`src/rtl/square_root_encoder.sv`:
```
// Purpose: iterative integer square root; one root bit per clock, MSB pair first.
// Latency: done pulses in the cycle after edge N+ROOT_W when start is accepted on edge N.
// Backpressure: start is accepted only while busy=0 (IDLE or DONE); requests during CALC are dropped.
//
// Ports:
//   clk, rst   rising-edge clock, synchronous active-high reset
//   start      request, sampled while busy=0
//   sq_in      operand, captured on the accepting edge
//   root       floor(sqrt(sq_in))
//   rem        sq_in - root*root
//   exact      rem == 0
//   busy       iterating
//   done       one-cycle result-valid pulse
module square_root_encoder #(
   parameter int WIDTH  = 8,
   parameter int ROOT_W = WIDTH / 2
) (
   input  logic              clk,
   input  logic              rst,
   input  logic              start,
   input  logic [WIDTH-1:0]  sq_in,
   output logic [ROOT_W-1:0] root,
   output logic [ROOT_W:0]   rem,
   output logic              exact,
   output logic              busy,
   output logic              done
);

   // The partial remainder is two bits wider than the root so the shifted
   // trial value can never wrap before the compare.
   localparam int RW    = ROOT_W + 2;
   localparam int CNT_W = $clog2(ROOT_W + 1);

   typedef enum logic [1:0] {S_IDLE, S_CALC, S_DONE} state_t;

   state_t             state_q,  state_d;
   logic [WIDTH-1:0]   op_q,     op_d;
   logic [ROOT_W-1:0]  proot_q,  proot_d;
   logic [RW-1:0]      prem_q,   prem_d;
   logic [CNT_W-1:0]   cnt_q,    cnt_d;
   logic [ROOT_W-1:0]  root_q,   root_d;
   logic [ROOT_W:0]    rem_q,    rem_d;
   logic               exact_q,  exact_d;

   logic [1:0]         pair;
   logic [RW-1:0]      trial;
   logic [RW-1:0]      test;
   logic               take;
   logic [RW-1:0]      rem_step;
   logic [ROOT_W-1:0]  root_step;

   // One restoring step on the current top bit pair of the operand.
   always_comb begin
      pair      = op_q[WIDTH-1 -: 2];
      trial     = (prem_q << 2) | RW'(pair);
      test      = {proot_q, 2'b01};
      take      = (trial >= test);
      rem_step  = take ? (trial - test) : trial;
      root_step = (proot_q << 1) | ROOT_W'(take);
   end

   always_comb begin
      state_d = state_q;
      op_d    = op_q;
      proot_d = proot_q;
      prem_d  = prem_q;
      cnt_d   = cnt_q;
      root_d  = root_q;
      rem_d   = rem_q;
      exact_d = exact_q;

      case (state_q)
         S_IDLE, S_DONE: begin
            if (start) begin
               op_d    = sq_in;
               proot_d = '0;
               prem_d  = '0;
               cnt_d   = CNT_W'(ROOT_W);
               state_d = S_CALC;
            end else begin
               state_d = S_IDLE;
            end
         end
         S_CALC: begin
            op_d    = op_q << 2;
            proot_d = root_step;
            prem_d  = rem_step;
            cnt_d   = cnt_q - CNT_W'(1);
            if (cnt_q == CNT_W'(1)) begin
               // Final remainder is bounded by 2*root, so ROOT_W+1 bits hold it.
               root_d  = root_step;
               rem_d   = rem_step[ROOT_W:0];
               exact_d = (rem_step == '0);
               state_d = S_DONE;
            end
         end
         default: state_d = S_IDLE;
      endcase
   end

   always_ff @(posedge clk) begin
      if (rst) begin
         state_q <= S_IDLE;
         op_q    <= '0;
         proot_q <= '0;
         prem_q  <= '0;
         cnt_q   <= '0;
         root_q  <= '0;
         rem_q   <= '0;
         exact_q <= 1'b0;
      end else begin
         state_q <= state_d;
         op_q    <= op_d;
         proot_q <= proot_d;
         prem_q  <= prem_d;
         cnt_q   <= cnt_d;
         root_q  <= root_d;
         rem_q   <= rem_d;
         exact_q <= exact_d;
      end
   end

   assign root  = root_q;
   assign rem   = rem_q;
   assign exact = exact_q;
   assign busy  = (state_q == S_CALC);
   assign done  = (state_q == S_DONE);

endmodule

```
`config.mk`:
```
export PLATFORM = sky130hd
export DESIGN_NAME = square_root_encoder
export DESIGN_NICKNAME = d
export VERILOG_FILES = /design/src/rtl/square_root_encoder.sv
export SDC_FILE = /design/constraint.sdc
export NUM_CORES = 1
export LEC_CHECK = 0
export CELL_PAD_IN_SITES_DETAIL_PLACEMENT = 1
export CELL_PAD_IN_SITES_GLOBAL_PLACEMENT = 2
export CORE_ASPECT_RATIO = 2
export CORE_MARGIN = 4
export CORE_UTILIZATION = 31
export CTS_CLUSTER_SIZE = 14
export DETAILED_ROUTE_END_ITERATION = 8
export PLACE_DENSITY_LB_ADDON = 0.1
export SYNTH_ARGS = -nofsm -noshare
export SYNTH_HDL_FRONTEND = slang
export SYNTH_SLANG_ARGS = --single-unit
```
`constraint.sdc`:
```
create_clock -name clk -period 2.4 [get_ports clk]
set_clock_uncertainty 0.2 [all_clocks]
set_input_delay 0.72 -clock clk [delete_from_list [all_inputs] [get_ports clk]]
set_output_delay 0.72 -clock clk [all_outputs]
set_load 0.05 [all_outputs]
```
Routing congestion map:
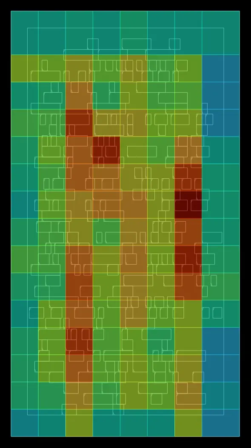
Avg WL per Cell: 16.6 um
GRT Util Overall: 15.8%
met1 usage: 16.5%
busiest layer in global routing: met2
GR Layer Usage met2: 29.6%

M1 wires:
(6 px per um) Supply wires on this layer in grey. Cells faint in the background.
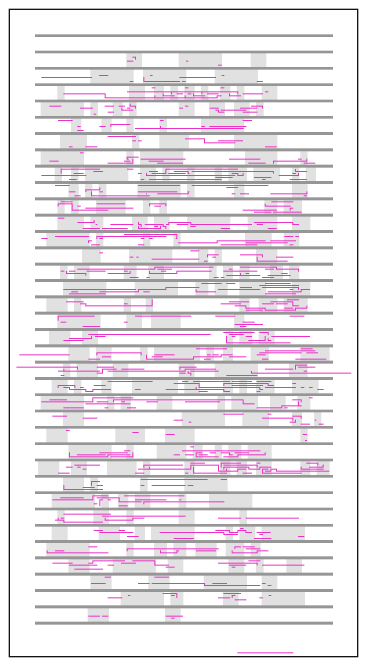
The layer holds 38% of the routed length. The longest straight run is 21.6 um. The layer carries 1720 um of wire. 216 nets have wire on it.

M3 wires:
(4 px per um) Cells faint in the background.
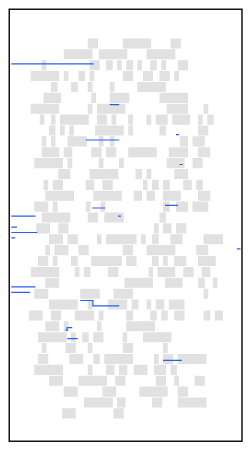
13 nets have wire on it. The wires run mostly horizontal. The layer carries 81.2 um of wire.
Via Count: 1403
final WL: 4480 um
met3 usage: 1.92%

==> flow_metrics.py <==
# Generated from Yosys and OpenROAD reports
metrics = {
    "run_status": {
        "outcome": "finished clean",
    },
    "cts": {
        "cts_sinks": 31,
        "cts-root-buf": "clkbuf_8",
        "cts.path.max_buffers": 2,
        "post-cts-setup-buffers": 0,
    },
    "drt": {
        "drcViolationCount": 0,
        "first_pass_iters": 4,
        "drt_iter0_drc": 36,
        "highest_layer": "met4",
    },
    "yosys": {
        "ys_sh_mux_pct": 3.25,
        "synth-edff-count": 0,
        "top_cells_by_count": "nor2_1 (33), dfxtp_1 (31), a21oi_1 (15)",
        "largest_area_cell": "dfxtp_1",
        "top_cells_by_area": "dfxtp_1 (40%), nor2_1 (8.0%), ha_1 (6.5%), a211oi_1 (4.9%), a21oi_1 (4.9%)",
        "ys_ff": 31,
        "synth.distinct_cells": 39,
        "synth_nets": 206,
        "yosysChipArea_um2": 1540,
    },
    "finish": {
        "layout_top_cell": "nor2_1",
        "fillers": 579,
        "clock_buffers": 8,
        "area_delta_synth_final_pct": 26.5,
        "drive_gt1_share_pct": 16.4,
        "nets": 231,
        "layout_top_cells": "nor2_1 (33), dfxtp_1 (29), a21oi_1 (15), buf_4 (15), nand2_1 (12)",
    },
    "floorplanning": {
        "initial_core_util_pct": 31.6,
        "core_um2": 4860,
        "well_tap_count": 57,
    },
    "power_and_ir_drop": {
        "swShare_pct": 35.0,
        "pwr-share-clk_pct": 28.5,
        "total_power_mw": 1.60,
        "seq-power_mw": 0.587,
    },
    "setup_path": {
        "worstRegToRegCells": 7,
        "worstSetupPathType": "reg -> reg",
        "crit_fanout": 7,
        "cp-endpoint": "exact",
        "critPathMaxStageDelay_ns": 0.51,
    },
    "job": {
        "tool_warnings": 28,
    },
    "worst_hold_path": {
        "holdPathStages": 2,
    },
    "placed_design": {
        "placed_cells_incl_taps": 262,
    },
}
Power figures rest on the tool's default switching activity, not on a simulated workload.
